--- src/rtl/note_voice_sched.sv ---
// Purpose : time-multiplexes one waveform LUT read port across NUM_VOICES voices and mixes their samples.
// Latency : tick at T -> agg_valid at T+1+sum(2 per enabled voice, 1 per disabled voice).
// Backpr. : agg_out/agg_valid held until agg_ack; ticks arriving while busy are dropped and flagged on overrun.
// Ports   : clk/rst (sync, active-high); sample_tick, voice_en, o_up, o_down control inputs;
//           lut_rd/lut_addr/lut_data shared LUT port (data one cycle after strobe);
//           agg_out/agg_valid/agg_ack mixed-sample handshake; busy, overrun status.
module note_voice_sched #(
    parameter int NUM_VOICES = 4,
    parameter int IDX_W      = 12,
    parameter int STEP_W     = 8,
    parameter int SAMP_W     = 8,
    parameter int MIX_W      = SAMP_W + 3
) (
    input  logic                  clk,
    input  logic                  rst,
    input  logic                  sample_tick,
    input  logic [NUM_VOICES-1:0] voice_en,
    input  logic [NUM_VOICES-1:0] o_up,
    input  logic [NUM_VOICES-1:0] o_down,
    output logic                  lut_rd,
    output logic [IDX_W-1:0]      lut_addr,
    input  logic [SAMP_W-1:0]     lut_data,
    output logic [MIX_W-1:0]      agg_out,
    output logic                  agg_valid,
    input  logic                  agg_ack,
    output logic                  busy,
    output logic                  overrun
);

    localparam int VW = $clog2(NUM_VOICES);
    localparam logic [VW-1:0]     LAST_V   = VW'(NUM_VOICES - 1);
    localparam logic [STEP_W-1:0] STEP_ONE = STEP_W'(1);
    localparam logic [STEP_W-1:0] STEP_MAX = {1'b1, {(STEP_W-1){1'b0}}};

    typedef enum logic [1:0] {S_IDLE, S_ISSUE, S_ACCUM, S_PRESENT} state_t;

    state_t              state_q, state_d;
    logic [VW-1:0]       v_q, v_d;
    logic [IDX_W-1:0]    phase_q [NUM_VOICES];
    logic [IDX_W-1:0]    phase_d [NUM_VOICES];
    logic [STEP_W-1:0]   step_q  [NUM_VOICES];
    logic [STEP_W-1:0]   step_d  [NUM_VOICES];
    logic [MIX_W-1:0]    acc_q, acc_d;
    logic [MIX_W-1:0]    agg_out_q, agg_out_d;
    logic                overrun_q, overrun_d;
    logic                last_v;

    assign last_v = (v_q == LAST_V);

    // Octave control runs every cycle regardless of the scheduler; the phase
    // advance below always uses step_q, so a same-cycle octave change only
    // takes effect on the next advance.
    always_comb begin
        for (int i = 0; i < NUM_VOICES; i++) begin
            step_d[i] = step_q[i];
            if (o_up[i] && !o_down[i]) begin
                step_d[i] = (step_q[i] == STEP_MAX) ? STEP_MAX : (step_q[i] << 1);
            end else if (o_down[i] && !o_up[i]) begin
                step_d[i] = (step_q[i] <= STEP_ONE) ? STEP_ONE : (step_q[i] >> 1);
            end
        end
    end

    always_comb begin
        state_d   = state_q;
        v_d       = v_q;
        acc_d     = acc_q;
        agg_out_d = agg_out_q;
        for (int i = 0; i < NUM_VOICES; i++) begin
            phase_d[i] = phase_q[i];
        end
        lut_rd    = 1'b0;
        lut_addr  = phase_q[v_q];
        // No frame queueing: any tick seen outside IDLE is lost.
        overrun_d = sample_tick && (state_q != S_IDLE);

        case (state_q)
            S_IDLE: begin
                if (sample_tick) begin
                    acc_d   = '0;
                    v_d     = '0;
                    state_d = S_ISSUE;
                end
            end
            S_ISSUE: begin
                if (voice_en[v_q]) begin
                    lut_rd  = 1'b1;
                    state_d = S_ACCUM;
                end else if (last_v) begin
                    agg_out_d = acc_q;
                    state_d   = S_PRESENT;
                end else begin
                    v_d = v_q + 1'b1;
                end
            end
            S_ACCUM: begin
                // lut_data answers the read strobed in the previous ISSUE cycle.
                acc_d        = acc_q + MIX_W'(lut_data);
                phase_d[v_q] = phase_q[v_q] + IDX_W'(step_q[v_q]);
                if (last_v) begin
                    agg_out_d = acc_d;
                    state_d   = S_PRESENT;
                end else begin
                    v_d     = v_q + 1'b1;
                    state_d = S_ISSUE;
                end
            end
            S_PRESENT: begin
                if (agg_ack) begin
                    state_d = S_IDLE;
                end
            end
            default: state_d = S_IDLE;
        endcase
    end

    always_ff @(posedge clk) begin
        if (rst) begin
            state_q   <= S_IDLE;
            v_q       <= '0;
            acc_q     <= '0;
            agg_out_q <= '0;
            overrun_q <= 1'b0;
            for (int i = 0; i < NUM_VOICES; i++) begin
                phase_q[i] <= '0;
                step_q[i]  <= STEP_ONE;
            end
        end else begin
            state_q   <= state_d;
            v_q       <= v_d;
            acc_q     <= acc_d;
            agg_out_q <= agg_out_d;
            overrun_q <= overrun_d;
            for (int i = 0; i < NUM_VOICES; i++) begin
                phase_q[i] <= phase_d[i];
                step_q[i]  <= step_d[i];
            end
        end
    end

    assign agg_out   = agg_out_q;
    assign agg_valid = (state_q == S_PRESENT);
    assign busy      = (state_q != S_IDLE);
    assign overrun   = overrun_q;

endmodule

--- config.mk ---
export PLATFORM = sky130hd
export DESIGN_NAME = note_voice_sched
export DESIGN_NICKNAME = d
export VERILOG_FILES = /design/src/rtl/note_voice_sched.sv
export SDC_FILE = /design/constraint.sdc
export NUM_CORES = 1
export LEC_CHECK = 0
export ABC_CLOCK_PERIOD_IN_PS = 4600
export CAP_MARGIN = 10
export CORE_AREA = 4 4 113 115
export CTS_CLUSTER_SIZE = 30
export DETAILED_ROUTE_END_ITERATION = 8
export DIE_AREA = 0 0 117 119
export PLACE_DENSITY = 0.71
export REMOVE_ABC_BUFFERS = 1
export SLEW_MARGIN = 20
export SYNTH_ARGS = -nofsm -noshare
export SYNTH_HDL_FRONTEND = slang
export SYNTH_SLANG_ARGS = --single-unit
export TNS_END_PERCENT = 1
--- constraint.sdc ---
create_clock -name clk -period 4.6 [get_ports clk]
set_input_delay 0.69 -clock clk [delete_from_list [all_inputs] [get_ports clk]]
set_output_delay 0.69 -clock clk [all_outputs]
set_load 0.005 [all_outputs]
**Run 1: clock wires, drivers and flops**

Scale bar: 20 microns.
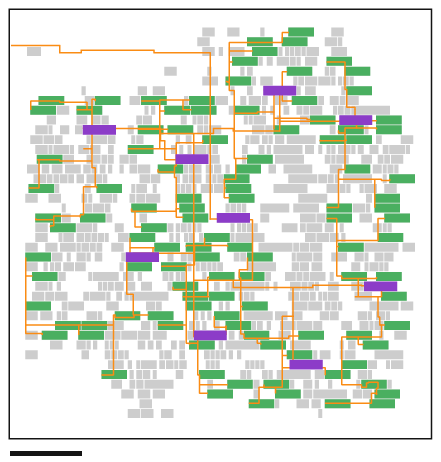
Key: clock drivers = purple [count 9]; clock wires = orange [length 1,330 microns]; flip-flops = green [count 109]
Position of the flops: spread over the die.

**Run 1: clock routing**

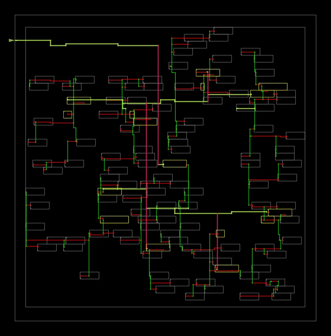
clk sink count: 109
clock latency at the later pin of the worst-skew pair: 0.36 ns
worst-case clock skew: 0.007721 ns
clk pwr: 0.846 mW
Layout clock buffers: 11

**Run 1: register map, names as in the netlist**

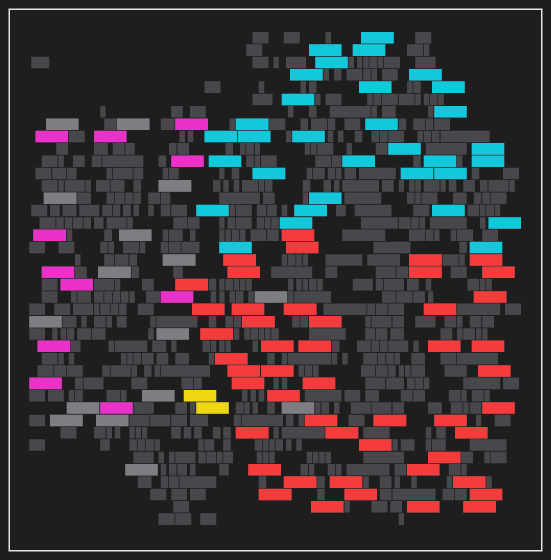
Key: v_q = yellow [placed flops 2]; agg_out = magenta [placed flops 11]; phase_q = red [placed flops 48]; step_q = cyan [placed flops 32]
Another 16 sequential cells are not colored.

[run 1: registers in the layout, summed over array words and instances (netlist names), named ones only]
name and flops:
agg_out 11, acc_q 11, state_q 2, overrun 1
phase_q 48, v_q 2, step_q 32
[run 1: placed cells by master, fill, tap and decap left out, types with 4 or more instances in the layout]
master / netlist / layout
o31ai_1: 7 / 7
clkbuf_16: 0 / 9
and3_1: 5 / 5
xor2_1: 5 / 5
mux4_1: 7 / 7
xnor2_1: 11 / 11
mux2i_1: 27 / 27
a311oi_1: 7 / 7
buf_4: 0 / 4
dfxtp_1: 109 / 109
nor2_1: 109 / 109
nand3_1: 11 / 11
nand3b_1: 8 / 8
inv_1: 18 / 18
o21ai_0: 17 / 17
clkdlybuf4s50_1: 0 / 49
a21oi_1: 79 / 79
nor2b_1: 5 / 5
nand2b_1: 9 / 9
mux4_2: 14 / 14
a211oi_1: 26 / 25
nor3_1: 9 / 9
ha_1: 24 / 24
nand2_1: 66 / 66
[run 1: worst max-delay path, delay by kind of cell (launching register included)]
kind,cells,cell delay [ns]
compound gates,4,0.93
flops,1,0.62
mux,1,0.57
fa+ha+maj,1,0.38
buf+inv,1,0.34
xor+xnor,1,0.30
simple gates,1,0.09
[run 1: worst paths after layout]
kind / start / endpoint / slack (ns) / cells past startpoint
worst max register to register: register / phase_q[2][10]$_SDFFE_PP0P_ / 1.22 / 9
worst max-delay path: register / phase_q[2][10]$_SDFFE_PP0P_ / 1.22 / 9
worst min-delay path: phase_q[1][6]$_SDFFE_PP0P_ / phase_q[1][6]$_SDFFE_PP0P_ / 0.45 / 2
worst min register to register: phase_q[1][6]$_SDFFE_PP0P_ / phase_q[1][6]$_SDFFE_PP0P_ / 0.45 / 2
==> COMMIT_EDITMSG, run 1 <==
Update PnR metrics after Yosys + OpenROAD run

- The run finished with clean final reports.
- On the critical path the data arrives at 3.58 ns.
- Width of the die: 117 microns
- Maximum number of pins on one net before global-route repair: 113
* Cell with the largest stage delay on the worst path: dfxtp_1
- Die H: 119 microns
- Once layout is complete, the cells apart from fillers number 833.
- Hold slack final: 0.4495 ns
- Number of cells in the yosys synthesis report: 660
- Diode count: 0
- Seq share, synth: 0.3808
- The final timing report lists a hold violation count of 0.
- In this run the maximum-capacitance check reported violations numbering 0.
- Per the detailed placement report, the placed cell area equals 6275 sq um.
* Quantity of hold-fixing buffers added after cts: 0
- Clock root buffer master: clkbuf_16
- Looking at the area split, the leading class of cells is multi-input combinational cells.
- The type recorded for the worst min-delay path is register to register.
* Total number of nets in the final design: 731
- In this build the clock could be raised as far as 0.2963 GHz.
- Wire segments on met2 add up to 6438 microns in the final route.
* Number of tap cells added at floorplan: 147
* Library cell appearing most often on the critical path: a211oi_1
- The iteration count recorded for the first detailed-route pass is 5.
- 51 I/O pins were placed.
- The power report attributes to the clock group a share of 0.323.
- Number of flip-flops and latches in the synthesized netlist: 109
- On met3, the global router reports a usage of 0.05539.
* Routed wire length per instance: 15.89 microns
- Max fanout on the critical path was recorded as 11.
* Sequential group power: 1.07 mW
* Global-route track usage on met2: 0.3265
- The worst setup path is captured at a register.
- In the per-layer summary, the met1 wirelength comes to 5969 microns.
* GRT busiest layer: met2
* Asr flop ratio synth: 0
- Area of the multi-input gates: 3313 sq um
* Critical path cell sequence: buf_4 > mux4_2 > ha_1 > a211oi_1 > o21ai_0 > o31ai_1 > nor2_1 > xnor2_1 > a211oi_1
==> run 2, diff against run 1 <==
--- a/config.mk
+++ b/config.mk
@@ -5,7 +5,7 @@
 export SDC_FILE = /design/constraint.sdc
 export NUM_CORES = 1
 export LEC_CHECK = 0
-export ABC_CLOCK_PERIOD_IN_PS = 4600
+export ABC_CLOCK_PERIOD_IN_PS = 3350
 export CAP_MARGIN = 10
 export CORE_AREA = 4 4 113 115
 export CTS_CLUSTER_SIZE = 30
==> constraint.sdc (replaced) <==
create_clock -name clk -period 3.35 [get_ports clk]
set_input_delay 0.5025 -clock clk [delete_from_list [all_inputs] [get_ports clk]]
set_output_delay 0.5025 -clock clk [all_outputs]
set_load 0.005 [all_outputs]
**Run 2: register map, names as in the netlist**

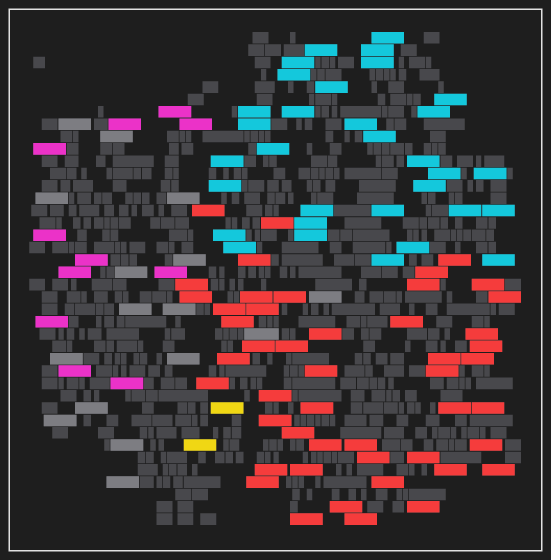
Key: agg_out = magenta [placed flops 11]; v_q = yellow [placed flops 2]; step_q = cyan [placed flops 32]; phase_q = red [placed flops 48]

==> run 2 against run 1 <==
  * Synthesized area did not move
  * Die area did not move
  * Non-clock buffer count rose by 5
  * Combinational power rose by 41%
  * Total power rose by 35%
  * Clock-buffer cell count did not move
  * Clock skew fell by 0.0011 ns
  * Fmax rose by 7.2%
  * Global-route usage barely moved
==> COMMIT_EDITMSG, run 2 <==
Update PnR metrics after Yosys + OpenROAD run

* Class of the tightest hold or removal check: register to register
* Total number of nets in the final design: 736 (+0.68%)
- Maximum number of pins on one net before global-route repair: 82 (-27%)
- The worst endpoint data arrival time came to 3.34 ns (-0.24 ns).
- The clock network latency to the later pin of the worst-skew pair was 0.35 ns (about the same).
- The number of cells traversed by the worst hold path was 2 (unchanged).
* Width of the die: 117 microns (unchanged)
- DRT Pass-1 Iters: 4 (-1)
* Sum of buffers and inverters on the critical path: 0 (-1)
* Clk sink count: 109 (unchanged)
- Largest fanout on the critical path: 7 (-4)
- The number of register bits inferred by synthesis came to 109 (unchanged).
* Main combinational cell family by area after synthesis: simple AND/OR/NAND/NOR gates
- Register with the highest flop count: phase_q
- The setup slack on the worst flop-to-flop path came to 0.20 ns (-1.02 ns).
- Number of cells in the yosys synthesis report: 660 (unchanged)
- Launch instance of the worst min-delay path: phase_q[0][1]$_SDFFE_PP0P_
* Port buffer count: 50
- The count of endpoints failing hold in the final timing report came to 0 (unchanged).
- The clock skew is 0.006595 ns (-0.001126 ns).
- For the worst setup path, the data required time is 3.54 ns.
- Counting only logic cells after layout, the most numerous master is nor2_1.
- The highest clock rate was 0.3177 GHz (+7.2%).
- The max capacitance violation total came to 0 (unchanged).
- Looking at the reg2reg group, the worst path ends at phase_q[2][10]$_SDFFE_PP0P_.
* Worst setup path endpoint: phase_q[2][10]$_SDFFE_PP0P_
- The initial antenna violation count came to 0.
- R2R cell count: 9 (unchanged)
- The total number of cells along the worst setup path is 9 (unchanged).
- The final antenna diode count is 0 (unchanged).
- The total placed instance area is 6312 sq um (+0.60%).
* Sink of the worst hold path: phase_q[0][1]$_SDFFE_PP0P_
* Routed wire length per instance: 15.81 microns (-0.49%)
- The vertical die dimension came to 119 microns (unchanged).
* Share of post-route cells with drive strength above 1: 0.06957
- Max reg flops: 48 (unchanged)
* Post-CTS Setup Inserts: 0
- Worst Setup End Kind: register
* Critical path's top delay family: AND-OR/OR-AND gates
- The async set-reset flop share out of synthesis was 0 (unchanged).
- The share of synthesized area in the top cell type comes to 0.3808.
* Seq share, synth: 0.3808 (unchanged)
- The cell that appears most often on the critical path is a211oi_1.
* Run status: finished, final reports clean
- The I/O pin count is 51 (unchanged).
- Stage-log warning count: 28
* Cell with the largest stage delay on the worst path: mux4_2
- Clock root buffer master: clkbuf_16
**Run 2: gate families picked out**

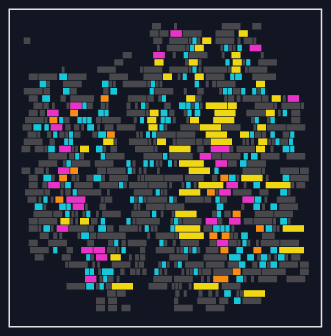
Key: adder and majority cells = magenta [cells 26, most used ha_1]; XOR/XNOR gates = orange [cells 17, most used xnor2_1]; multiplexers = yellow [cells 50, most used mux2i_1]; inverting AOI/OAI gates = cyan [cells 150, most used a21oi_1]

-- run 2: worst register-to-register path: cells and delay by family, from the launching register on --
| family | cells | cell delay, ns |
|---|---|---|
| compound gates | 4 | 0.88 |
| fa+ha+maj | 2 | 0.69 |
| mux | 1 | 0.55 |
| flops | 1 | 0.44 |
| xor+xnor | 1 | 0.33 |
| simple gates | 1 | 0.09 |
-- run 2: kinds of logic (layout without fill, tap and decap cells) --
| kind of cell | after synthesis | count (layout) |
|---|---|---|
| simple gates | 240 | 240 |
| compound gates | 156 | 156 |
| flops | 109 | 109 |
| buf+inv | 62 | 92 |
| mux | 50 | 50 |
| fa+ha+maj | 26 | 26 |
| xor+xnor | 17 | 17 |
-- run 2: cell type report --
cell class	instances	area, sq um	area share
clock buffers	11	252.7	0.03821
clock inverters	4	47.55	0.007189
inverters	18	67.56	0.01022
multi-input cells	489	3313	0.5009
flip-flops and latches	109	2183	0.3301
well taps	147	183.9	0.02781
repair buffers	59	565.5	0.08551
-- run 2: stage by stage --
stage / std cells / hold WS (ns)
detailed placement: 822 / 0.4467
finish: 837 / 0.4570
floorplan: 616 / 0.4255
global route: 837 / 0.4798
CTS: 837 / 0.4591
global placement: 822 / 0.4383
-- run 2: layer usage --
metal | vias up | part of all wire | global-route usage
met3 | 19 | 0.039 | 0.04522
met5 | - | 0 | 0
li1 | 2398 | - | -
met4 | 0 | 0.020 | 0.07599
met1 | 2294 | 0.46 | 0.2556
met2 | 95 | 0.48 | 0.3225
-- run 2: report_power, final --
| part | switching, mW | total [mW] | internal, mW |
|---|---|---|---|
| clock network | 0.462 | 1.08 | 0.614 |
| registers | 0.0834 | 1.46 | 1.38 |
| logic | 0.552 | 0.988 | 0.437 |
==> run 3, diff against run 2 <==
--- a/config.mk
+++ b/config.mk
@@ -8,6 +8,7 @@
 export ABC_CLOCK_PERIOD_IN_PS = 3350
 export CAP_MARGIN = 10
 export CORE_AREA = 4 4 113 115
+export CTS_CLUSTER_DIAMETER = 30
 export CTS_CLUSTER_SIZE = 30
 export DETAILED_ROUTE_END_ITERATION = 8
 export DIE_AREA = 0 0 117 119
**Run 3: clock wires, drivers and flops**

Scale bar: 20 microns.
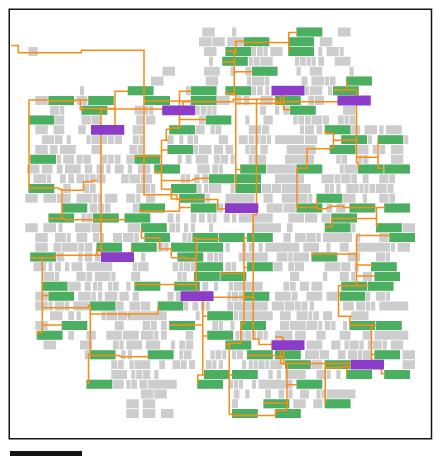
Key: clock drivers = purple [count 9]; clock wires = orange [length 1,320 microns]; flip-flops = green [count 109]
There are 10 routed clock nets. Position of the flops: spread over the die.

==> run 3 against run 2 <==
  * Die area unchanged
  * Cell count stayed put
  * Critical endpoint unchanged
  * Fmax stayed put
==> COMMIT_EDITMSG, run 3 <==
Update PnR metrics after Yosys + OpenROAD run

* Top-area cell share: 0.3808 (unchanged)
- Largest fanout on the critical path: 7 (unchanged)
- Final Hold Violating Endpoints: 0 (unchanged)
* Internal power consumption: 2.428 mW (unchanged)
* Worst R2R Setup Slack: 0.20 ns (about the same)
* Sequential Power Share: 0.414 (about the same)
- The clock skew is 0.006595 ns (unchanged).
- Per STA, the worst path accumulates the most delay in the family AND-OR/OR-AND gates.
- Max reg flops: 48 (unchanged)
* Clock root buffer master: clkbuf_16
* Run status: finished, final reports clean
- The total buffers and inverters traversed by the critical path is 0 (unchanged).
- Clock latency at the later pin of the worst-skew pair: 0.35 ns (about the same)
- The fraction of the yosys area taken by sequential cells is 0.3808 (unchanged).
* Switch Pwr: 1.098 mW (unchanged)
- The wire length per cell is 15.81 microns (unchanged).
- Die H: 119 microns (unchanged)
- Number of flip-flops and latches in the synthesized netlist: 109 (unchanged)
- The count of instantiated cells in the yosys netlist was 660 (unchanged).
- The count of buffers from port buffering came to 50 (unchanged).
- Sequential group power: 1.46 mW (about the same)
* Post-CTS Setup Inserts: 0 (unchanged)
- Main combinational cell family by area after synthesis: simple AND/OR/NAND/NOR gates
- The maximum number of pins on one net before global-route repair was 82 (unchanged).
- Class of the tightest hold or removal check: register to register
* Asr flop ratio synth: 0 (unchanged)
- Worst Setup End Kind: register
* Proportion of total power due to net switching: 0.3113 (unchanged)
- By instance count, the cell type seen most on the critical path is a211oi_1.
**Run 3: clock routing**

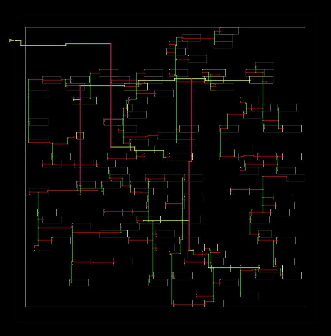
clk pwr: 1.08 mW
Num CTS Buffers: 9

run 3: cell counts after synthesis:
No cell type changed its count.
run 3: worst reg2reg max path, delay by kind of cell (launching register included):
family | cells | cell delay (ns)
AND-OR/OR-AND | 4 | 0.88
XOR/XNOR | 1 | 0.33
adder cells (fa/ha/maj) | 2 | 0.69
flip-flops | 1 | 0.44
multiplexers | 1 | 0.55
AND/OR/NAND/NOR | 1 | 0.09
run 3: final cells by class:
| class | count | area [sq um] | share of cell area |
|---|---|---|---|
| Clock buffer | 11 | 252.7 | 0.03821 |
| Inverter | 18 | 67.56 | 0.01022 |
| Timing Repair Buffer | 59 | 565.5 | 0.08551 |
| Sequential cell | 109 | 2183 | 0.3301 |
| Clock inverter | 4 | 47.55 | 0.007189 |
| Multi-Input combinational cell | 489 | 3313 | 0.5009 |
| Tap cell | 147 | 183.9 | 0.02781 |
run 3: cell families (layout without fill, tap and decap cells):
family / after synthesis / in the layout
buf+inv: 62 / 92
flops: 109 / 109
fa+ha+maj: 26 / 26
mux: 50 / 50
xor+xnor: 17 / 17
compound gates: 156 / 156
simple gates: 240 / 240
run 3: per-layer routing:
| layer | routed length (microns) | global-route usage |
|---|---|---|
| met1 | 6064 | 0.2556 |
| met2 | 6386 | 0.3225 |
| met3 | 515 | 0.04522 |
| met4 | 265 | 0.07599 |
| met5 | 0 | 0 |
run 3: worst paths after layout:
check        cells past startpoint                     endpoint
max                              9  phase_q[2][10]$_SDFFE_PP0P_
min                              2   phase_q[0][1]$_SDFFE_PP0P_
max reg2reg                      9  phase_q[2][10]$_SDFFE_PP0P_
min reg2reg                      2   phase_q[0][1]$_SDFFE_PP0P_
run 3: repair_timing:
| action | 4_1_cts | 5_1_grt |
|---|---|---|
| hold buffers | 0 | 0 |
| resized | 0 | 1 |
| setup endpoints to repair | 0 | 12 |
No activity file was given, so power comes from the tool's default toggle rates.
